**Run 1: port wiring**

Scale: 2 px per um.
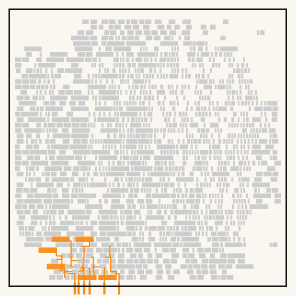
**Run 1: M2 wires**

Scale: 3 px per um.
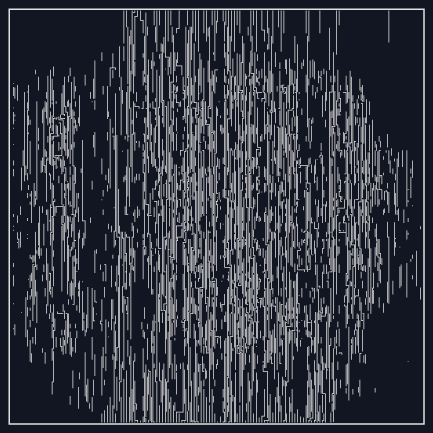
**Run 1: pin placement**

Scale: 3 px per um. Pins as bars across the die edge, other pins in grey.
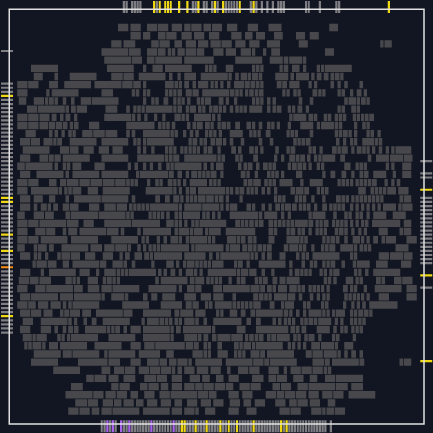
**Run 1: routed metal, one colour a layer**

Scale: 2 px per um. Only two layers are drawn.
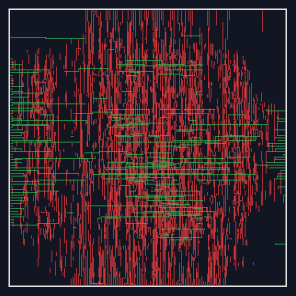
## config.mk

```make
export PLATFORM = sky130hd
export DESIGN_NAME = inst_fetch
export DESIGN_NICKNAME = d
export VERILOG_FILES = /design/src/rtl/inst_fetch.sv
export SDC_FILE = /design/constraint.sdc
export NUM_CORES = 1
export LEC_CHECK = 0
export ABC_AREA = 1
export CAP_MARGIN = 5
export CORE_MARGIN = 2
export CORE_UTILIZATION = 45
export CTS_BUF_LIST = sky130_fd_sc_hd__clkbuf_16
export DETAILED_ROUTE_END_ITERATION = 16
export GPL_TIMING_DRIVEN = 0
export PLACE_DENSITY = 0.78
export SLEW_MARGIN = 40
export SYNTH_ARGS = -nofsm -noshare
export SYNTH_HDL_FRONTEND = slang
export SYNTH_SLANG_ARGS = --single-unit
```

## constraint.sdc

```tcl
create_clock -name clk -period 3.5 [get_ports clk]
set_clock_uncertainty 0.2 [all_clocks]
set_input_delay 0.875 -clock clk [delete_from_list [all_inputs] [get_ports clk]]
set_output_delay 0.875 -clock clk [all_outputs]
set_load 0.02 [all_outputs]
```

## src/rtl/inst_fetch.sv

```systemverilog
// Instruction-fetch stage: owns the PC, fetches one word per instruction over a
// req/ack handshake and holds it in the instruction register until retired.
module inst_fetch #(
    parameter logic [31:0] RESET_PC = 32'h0000_0000
) (
    input  logic        clk,
    input  logic        rst,
    output logic        imem_req,
    output logic [31:0] imem_addr,
    input  logic        imem_ack,
    input  logic [31:0] imem_rdata,
    input  logic        stall_in,
    input  logic        ct_branch,
    input  logic        ct_jump,
    input  logic        alu_zero,
    output logic        inst_valid,
    output logic [31:0] inst,
    output logic [5:0]  ct_inst,
    output logic [5:0]  aluct_inst,
    output logic [31:0] pc_out,
    output logic [31:0] pc_plus4,
    output logic [31:0] retired_cnt
);

    typedef enum logic [1:0] {
        S_IDLE  = 2'd0,
        S_FETCH = 2'd1,
        S_VALID = 2'd2
    } state_t;

    state_t      state_q, state_d;
    logic [31:0] pc_q, pc_d;
    logic [31:0] inst_q, inst_d;
    logic [31:0] ret_q, ret_d;
    logic [31:0] pc_plus4_s;
    logic [31:0] br_off_s;
    logic [31:0] next_pc_s;

    assign pc_plus4_s = pc_q + 32'd4;
    assign br_off_s   = {{14{inst_q[15]}}, inst_q[15:0], 2'b00};

    // Next-PC select: jump has priority over a taken branch.
    always_comb begin
        next_pc_s = pc_plus4_s;
        if (ct_jump) begin
            next_pc_s = {pc_plus4_s[31:28], inst_q[25:0], 2'b00};
        end else if (ct_branch && alu_zero) begin
            next_pc_s = pc_plus4_s + br_off_s;
        end else begin
            next_pc_s = pc_plus4_s;
        end
    end

    // Fetch FSM next-state and datapath updates.
    always_comb begin
        state_d = state_q;
        pc_d    = pc_q;
        inst_d  = inst_q;
        ret_d   = ret_q;
        case (state_q)
            S_IDLE: begin
                state_d = S_FETCH;
            end
            S_FETCH: begin
                if (imem_ack) begin
                    inst_d  = imem_rdata;
                    state_d = S_VALID;
                end else begin
                    state_d = S_FETCH;
                end
            end
            S_VALID: begin
                if (!stall_in) begin
                    pc_d    = {next_pc_s[31:2], 2'b00};
                    ret_d   = ret_q + 32'd1;
                    state_d = S_FETCH;
                end else begin
                    state_d = S_VALID;
                end
            end
            default: begin
                state_d = S_IDLE;
            end
        endcase
    end

    // State, PC, instruction and retire-count registers.
    always_ff @(posedge clk or posedge rst) begin
        if (rst) begin
            state_q <= S_IDLE;
            pc_q    <= RESET_PC;
            inst_q  <= 32'd0;
            ret_q   <= 32'd0;
        end else begin
            state_q <= state_d;
            pc_q    <= pc_d;
            inst_q  <= inst_d;
            ret_q   <= ret_d;
        end
    end

    // Handshake outputs decode from the state register only, so reset drops them at once.
    assign imem_req    = (state_q == S_FETCH);
    assign inst_valid  = (state_q == S_VALID);
    assign imem_addr   = pc_q;
    assign inst        = inst_q;
    assign ct_inst     = inst_q[31:26];
    assign aluct_inst  = inst_q[5:0];
    assign pc_out      = pc_q;
    assign pc_plus4    = pc_plus4_s;
    assign retired_cnt = ret_q;

endmodule

```

==> COMMIT_EDITMSG, run 1 <==
Update PnR metrics after Yosys + OpenROAD run

* Sequential cell fraction of total power: 0.194
- Max-cap viol count: 0
- Count of library flops with an enable pin: 0
- First-pass iteration count of the detailed router: 5
* Area of the die: about 19,000 um^2
- The flow ran to the end, and the final reports show no timing, DRC or antenna violations.
- After its last routability iteration, the placer logged a weighted congestion of between 0.9 and 1.
- Yosys mapped the design onto 41 distinct sky130hd cell types.
* Switching Share: 0.513
* Insertion Delay late pin: between 300 and 400 ps
- Slowest stage cell, crit path: clkdlybuf4s50_1
* Setup TNS Final: 0 ps
- OpenROAD warning count: 33
* Pin count of the biggest net entering global routing: 26
- The final report gives the core utilization as 0.636.
- Area of placed instances: roughly 11,000 um^2
- The via count of the first global-routing pass is between 7,000 and 8,000.
- Endpoints with negative setup slack in the final report add up to 0.
* Tally of yosys warning messages: 0
* Largest delay contributor family on the critical path: buffers and inverters
* Clock share of power: 0.098
* Slew at the pin closest to its max-slew limit: between 700 and 800 ps
- Headroom to the max-slew limit came out at 0.486.
- Buffer-and-inverter tally for the worst setup path: 2
- Antenna violations before repair: 0
* Crit start category: register
- Dividing the final minimum period by the clock period gives 0.969.
* Async set-reset flop share out of synthesis: 1.00
* Cell types with the highest counts after synthesis: 419 x nand2_1, 177 x inv_1, 116 x nor2_1
- Number of levels in the clock H-tree: 3
- Power share of the combinational group: 0.708
* Hold/Removal Path Class: reg2reg
- After clock tree synthesis, the flow added hold-fix buffers numbering 0.
* Yosys top cell area share: 0.298
- Once synthesis finished, the tally of register bits stood at 96.
- Remaining design rule violation count: 0
- In this design, the stage delay of the slowest critical-path cell is around 700 ps.
* Number of endpoints with negative hold slack in the final report: 0
- Detailed routing placed a total of about 2500 um of wire on met3.
- Signal nets in the final route climb as high as met4.
- The chip area line in the Yosys stat output reads just over 8000 um^2.
* Worst EP arrival: between 2000 and 2500 ps
- After layout, the minimum clock period comes to ~3400 ps.
* Maximum operating frequency: approximately 0.3 GHz
* Number of DRC markers in iteration 0: 775
- Share of the yosys chip area belonging to registers: 0.298
* Pins over their slew limit: 0
* Met1 layer wirelength in the final routing: between 10,000 and 15,000 um
- Maximum clock path buffer count: 2
- Port Buf Inserts: approximately 200
* Synthesized area: 8050 um^2
- For the worst setup path, the data required time is between 2000 and 2500 ps.
- Core utilization at floorplan: 0.462
* Finished Cell Area: 11,100 um^2
- Yosys top cell by instances: nand2_1
* Clock tree root driver cell: clkbuf_16
- The launch point of the critical path was reported as imem_addr[3].
* Global-route wire length before repair: ~42,000 um
- After the last flow step, the layout net total stands at approximately 1,500.
- Number of nets with antenna violations after routing: 0
- The commonest register cell is dfrtp_1.
- The region available for standard cell placement spans about 17,000 um^2.
* Clock sink total: 96
* Share of post-route cells with drive strength above 1: 0.125
- ANT cells: 0
- Critical path peak fanout: 4
- Post-detailed-placement half-perimeter wirelength: 21,400 um
* Area grow syn2layout: 37.6%
- Height of the die: approximately 140 um
- Maximum vdd ir drop: ~0.00043 V
* Leakage power figure: 0.00576 uW
- Reg-to-reg startpoint: imem_addr[7]
- The number of cells reported by Yosys stat comes to about 1,200.
- TritonCTS built the clock tree.
- According to the floorplan report, the die width is between 100 and 150 um.
- Each instance of the synthesized netlist takes up on average 6.64 um^2.
Notes on 'port wiring' above:
colour	port	direction	end cells	buffers	wire
orange	ct_inst	output	6	6	156 um

Notes on 'M2 wires' above:
longest straight run	52.1 um
share of all routed wire	47%
nets with wire on the layer	1,229
main direction	vertical

Notes on 'pin placement' above:
colour	port	pins	direction	edge
yellow	pc_out	32	output	13 north, 10 south, 6 west, 3 east
purple	ct_inst	6	output	south
orange	imem_req	1	output	west

Notes on 'routed metal, one colour a layer' above:
colour	layer	wire length
green	metal 3	2,510 um
red	metal 2	12,900 um
wire length per cell after detailed routing: 16.2 um
overall track demand over capacity in global routing: 0.290
routed wire length: 27,200 um

## run 1: cell families (layout without fill, tap and decap cells)
family | after synthesis | count (layout) | share of synthesized area
multiplexers | 27 | 27 | 0.0378
XOR/XNOR | 50 | 50 | 0.0562
other | 1 | 6 | 0.000466
AND-OR/OR-AND | 74 | 74 | 0.0497
flip-flops | 96 | 96 | 0.298
adder cells (fa/ha/maj) | 39 | 39 | 0.0615
buffers and inverters | 247 | 481 | 0.138
AND/OR/NAND/NOR | 678 | 678 | 0.358
## run 1: worst reg2reg max path: stages, from the launching register on
cell	delay [ps]
dfrtp_1	470
nand2_1	130
nor2_4	170
nand3_2	170
nor2_4	220
xor2_4	240
buf_4	150
ha_1	230
nand2_1	120
inv_1	50
nand2_1	50
nand2_1	70
nand3b_1	290
or2_2	340
nand3_1	110
nand3_1	130
nand2_1	100
nand2_1	50
## run 1: cell usage in the layout, fill, tap and decap left out, drive strengths merged, types with 6 or more instances in the layout
cell type      netlist  routed
nand2              426     426
clkdlybuf4s50        0     186
inv                179     179
nor2               128     128
dfrtp               96      96
nand3               77      77
buf                 53      67
ha                  38      38
a21oi               35      35
xor2                29      29
o21ai               28      28
mux2                27      27
clkbuf              15      24
xnor2               21      21
dlygate4sd2          0      14
nor3                14      14
nand4               12      12
nand3b               7       7
conb                 1       6
dlymetal6s2s         0       6
## run 1: what timing repair did
action | CTS | global route
gates resized | 34 | 30
setup buffers | 0 | 10
endpoints found under the setup margin | 26 | 23
pin swaps | 1 | 3
## run 1: layer usage
layer	vias up	GRT usage
li1	4150	-
met1	3937	0.374
met2	382	0.485
met3	40	0.0666
met4	0	0.0890
met5	-	0
## run 1: final timing paths
path                                         to  slack (ps)  cells past startpoint
worst min register to register  retired_cnt[31]         290                      1
max in group asynchronous         imem_addr[10]        1870                      4
worst max register to register    imem_addr[14]         120                     17
worst min-delay path            retired_cnt[31]         290                      1
min in group asynchronous              inst[31]         630                      2
worst max-delay path               pc_plus4[11]         110                      6
## run 1: power by group through the flow
stage	Combinational, uW	Sequential, uW	Clock [uW]
after floorplan	4480	2360	0
after global placement	7430	2120	0
after detailed placement	7580	2140	0
after CTS	7600	2150	1090
after global routing	8590	2210	1130
final	7860	2160	1090
## run 1: flip-flops by register name (all words and copies together) (netlist names)
signal	flops
retired_cnt	32
state_q	2
imem_addr	30
inst	32
## run 1: per-stage QoR
step / setup WS (ps) / power, uW / hold WS (ps) / cells
2_1_floorplan: 166 / 6840 / 331 / 1217
4_1_cts: 10.6 / 10800 / 294 / 1666
3_3_place_gp: -130 / 9560 / 263 / 1648
3_5_place_dp: -137 / 9720 / 274 / 1652
6_report: 109 / 11100 / 290 / 1676
5_1_grt: -20.9 / 11900 / 310 / 1676
## run 1: layout make-up
| class | instances | area [um^2] |
|---|---|---|
| fillers | 1583 | 6330 |
| multi-input cells | 874 | 4730 |
| flip-flops and latches | 96 | 2420 |
| repair buffers | 220 | 2230 |
| inverters | 179 | 676 |
| plain buffers | 68 | 439 |
| well taps | 225 | 282 |
| clock buffers | 9 | 225 |
| clock inverters | 5 | 82.6 |
--- run 2 (diff from run 1) ---
--- a/config.mk
+++ b/config.mk
@@ -11,6 +11,7 @@
 export CORE_UTILIZATION = 45
 export CTS_BUF_LIST = sky130_fd_sc_hd__clkbuf_16
 export DETAILED_ROUTE_END_ITERATION = 16
+export GPL_ROUTABILITY_DRIVEN = 0
 export GPL_TIMING_DRIVEN = 0
 export PLACE_DENSITY = 0.78
 export SLEW_MARGIN = 40
==> run 2 against run 1 <==
  * Clock-buffer cell count did not move
  * Die size did not move
  * Core utilization fell by 0.35 points
  * Highest routed layer unchanged
  * Critical endpoint is now pc_plus4[8]
==> COMMIT_EDITMSG, run 2 <==
Update PnR metrics after Yosys + OpenROAD run

- Total global-route track usage over all layers is 0.287.
- Summing all multi-input logic gate instances after layout gives 4710 um^2.
- Count of library flops with an enable pin: 0
* Tightest slew margin relative to the limit: 0.508
- Per Yosys stat, the portion of area used by sequential elements is 0.298.
- TritonCTS built the clock tree.
- Number of DRC markers in iteration 0: roughly 800
* Post-synthesis sequential element count: between 90 and 100
* Hold/Removal Path Class: reg2reg
- The via count of the first global-routing pass was approximately 8,000.
- The cell sitting at the root of the clock tree is a clkbuf_16.
- Worst R2R Setup Slack: around 170 ps
- Most frequently placed logic cell in the final layout: nand2_1
* Worst Reg-to-Reg Cells: 16
- Core utilization at floorplan: 0.462
- Main area contributors after synthesis: dfrtp_1 30%, nand2_1 20%, inv_1 8.3%
* Register clock-pin slew on the reported worst setup and hold paths: roughly 70 ps
- Average footprint of a synthesized cell: ~6.6 um^2
- Leakage power figure: 0.00572 uW
- OpenROAD warning count: 33
* Reg-to-reg startpoint: imem_addr[6]
- The H-tree was split into 3 levels.
* Hold_sp: retired_cnt[31]
* Yosys top cell area share: 0.298
- Number of inserted filler cells in the final layout: about 1,600
- In this run the core area contains between 40 and 50 standard-cell rows.
* Final cycle utilization of the critical path: 0.984
* Maximum operating frequency: between 0.2 and 0.3 GHz
- Maximum clock path buffer count: 2
* Worst EP arrival: 2370 ps
- Post-route worst hold slack: between 200 and 300 ps
- The number of maximum-capacitance violations recorded for the run is 0.
- X dimension of the die: ~140 um
* Insertion Delay late pin: roughly 360 ps
- Post-synthesis cell type with the largest combined area: dfrtp_1
* Endpoint of the lowest-slack register-to-register path: imem_addr[14]
- The repair_antennas step left the layout with diodes totalling 0.
- Required time reported for the critical path endpoint: 2420 ps
- Share of the core filled with cells in the final layout: 0.633
- Crit. End Element: output port
- Post-synthesis cell count: about 1,200
- Synthesized area: roughly 8100 um^2
* Area of the die: 19,000 um^2
* Pin count of the biggest net entering global routing: 26
* Slowest stage cell, crit path: clkdlybuf4s50_1
* Post-route minimum period: roughly 3400 ps
- The area taken by sequential standard cells is reported as 2420 um^2.
- By instance count after routing, the leading logic cell types are 418 x nand2_1, 186 x clkdlybuf4s50_1, 175 x inv_1, 111 x nor2_1, 79 x dfrtp_1.
- The path with the worst hold slack has its endpoint at retired_cnt[31].
- Total power normalized to cell area comes to 998 nW/um^2.
* Critical-path cell list: nand2_1 > nor2_4 > nand3_2 > xnor2_1 > clkdlybuf4s50_1
* Height of the die: approximately 140 um
* # setup viols final: 0
* Maximum vdd ir drop: between 0.0004 and 0.0005 V
- The largest single stage delay on the critical path is approximately 700 ps.
- Status: finished, final reports clean
- Crit start category: register
- Using the TritonRoute via totals, the vias-per-cell ratio works out to between 5 and 6.
- Clock sink total: 96
- The script reports the combined buffer and inverter count of the critical path as 1.
* Worst Setup Path Type: reg2out
- Wire length per cell after detailed routing: between 15 and 20 um
- The post-CTS hold buffer count recorded in the log is 0.
- The first global-routing pass estimated approximately 42,000 um of wire.
- For the final routed database, the setup TNS stands at 0 ps.
- Synthesis instantiated approximately 41 different standard cells from the library.
- Detailed placement finished with a half-perimeter wire length of 21,000 um.
* Core Region: between 15,000 and 20,000 um^2
- Share of post-route cells with drive strength above 1: 0.121
- Slew at the pin closest to its max-slew limit: about 740 ps
- In the final design database the tool counted 1,520 nets.
- The count of nets left with antenna violations once routing finished came out at 0.
* Overflow left after global routing: 0
- Cell types with the highest counts after synthesis: 419 x nand2_1, 177 x inv_1, 116 x nor2_1
- Along the worst path, the maximum fanout reaches 6.
- Clock tree synthesis inserted a total of 9 buffers.
- From synthesis to final layout, the design area changed by 36.9%.
- The synthesized netlist was found by Yosys to have 1,212 cells.
- Of all flip-flops after synthesis, the portion carrying an async set or reset was 1.00.
- The synthesis report names the predominant flop master as dfrtp_1.
- Pins over their slew limit: 0
* Largest delay contributor family on the critical path: buffers and inverters
- Warnings reported by Yosys during synthesis add up to 0.
- Remaining design rule violation count: 0
* Number of endpoints with negative hold slack in the final report: 0
- Chip area estimate from yosys synthesis: approximately 8100 um^2
- Per the detail_route report, the via count comes to about 8,500.
- Antenna violations before repair: 0
* Routed wire length: about 27,000 um
- Yosys top cell by instances: nand2_1
* Cell count of the worst hold path: 1
- First-pass iteration count of the detailed router: 6
## run 2: through the flow
stage	instance area, um^2	cells	total power [uW]	setup slack [ps]
after global placement	10400	1648	9520	-97.4
after global routing	11000	1672	11900	-32.8
after CTS	10900	1668	10800	10.0
after detailed placement	10500	1652	9670	-95.9
final	11000	1672	11000	57.4
after floorplan	8080	1217	6840	166
## run 2: power by group
group / switching [uW] / internal (uW)
clock: 483 / 564
sequential: 667 / 1500
combinational: 4540 / 3250
## run 2: how the worst max path moves through the flow
stage,start,endpoint,cells past startpoint
2_1_floorplan,imem_addr[2],imem_addr[15],17
3_3_place_gp,imem_addr[2],imem_addr[26],20
3_5_place_dp,imem_addr[2],imem_addr[26],20
4_1_cts,imem_addr[6],pc_plus4[8],5
5_1_grt,imem_addr[3],imem_addr[24],21
6_report,imem_addr[6],pc_plus4[8],5
## run 2: kinds of logic after synthesis
family | synth area share
AND/OR/NAND/NOR | 0.358
buffers and inverters | 0.138
flip-flops | 0.298
AND-OR/OR-AND | 0.0497
XOR/XNOR | 0.0562
adder cells (fa/ha/maj) | 0.0615
multiplexers | 0.0378
other | 0.000466
## run 2: worst reg2reg max path, cell delays in order (launching register included)
cell      delay, ps
dfrtp_1         470
nand2_1         130
nor2_4          160
nand3_2         160
nor2_4          200
xor2_2          280
ha_1            340
nand2_1         120
inv_1            50
nand2_1          60
nand2_1          90
nand3b_1        280
or2_2           330
nand3_1         100
nand3_1         120
nand2_1         100
nand2_1          50
## run 2: area by class of cell
class / instances / area share
clock inverter: 7 / 0.00704
multi-input combinational: 874 / 0.427
timing repair buffer: 214 / 0.199
clock buffer: 9 / 0.0204
sequential: 96 / 0.220
inverter: 179 / 0.0613
buffer: 68 / 0.0399
tap: 225 / 0.0255
## run 2: timing repair
action | in CTS | in global routing
resized | 33 | 33
setup endpoints to repair | 22 | 26
setup buffers | 0 | 4
pin swaps | 0 | 1
## run 2: layer usage
metal / share of wire / vias to the layer above / wire length, um / track usage
met5: 0 / - / 0 / 0
met4: 0.025 / 0 / 672 / 0.0765
met3: 0.11 / 57 / 2870 / 0.0776
met2: 0.47 / 410 / 12700 / 0.479
met1: 0.39 / 3907 / 10600 / 0.366
li1: - / 4148 / - / -
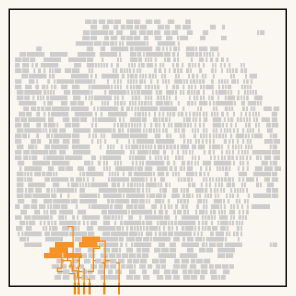
**Above:** run 2 (port wiring).
Scale: 2 px per um.
colour	port	direction	end cells	buffers	wire
orange	ct_inst	output	6	6	169 um
Port Buf Inserts: 206
count of boundary I/O pins: 213

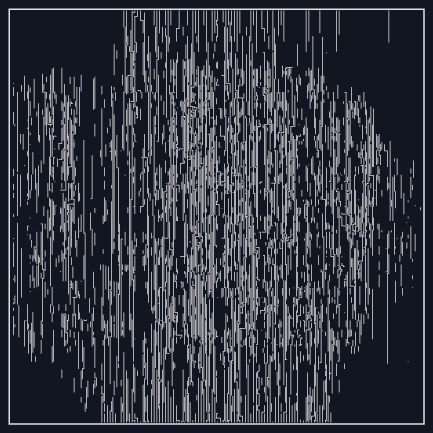
**Above:** run 2 (M2 wires).
Scale: 3 px per um.
wire length on this layer	12,700 um
share of all routed wire	47%
main direction	vertical
longest straight run	59.5 um

Power and IR drop assume default switching activity.
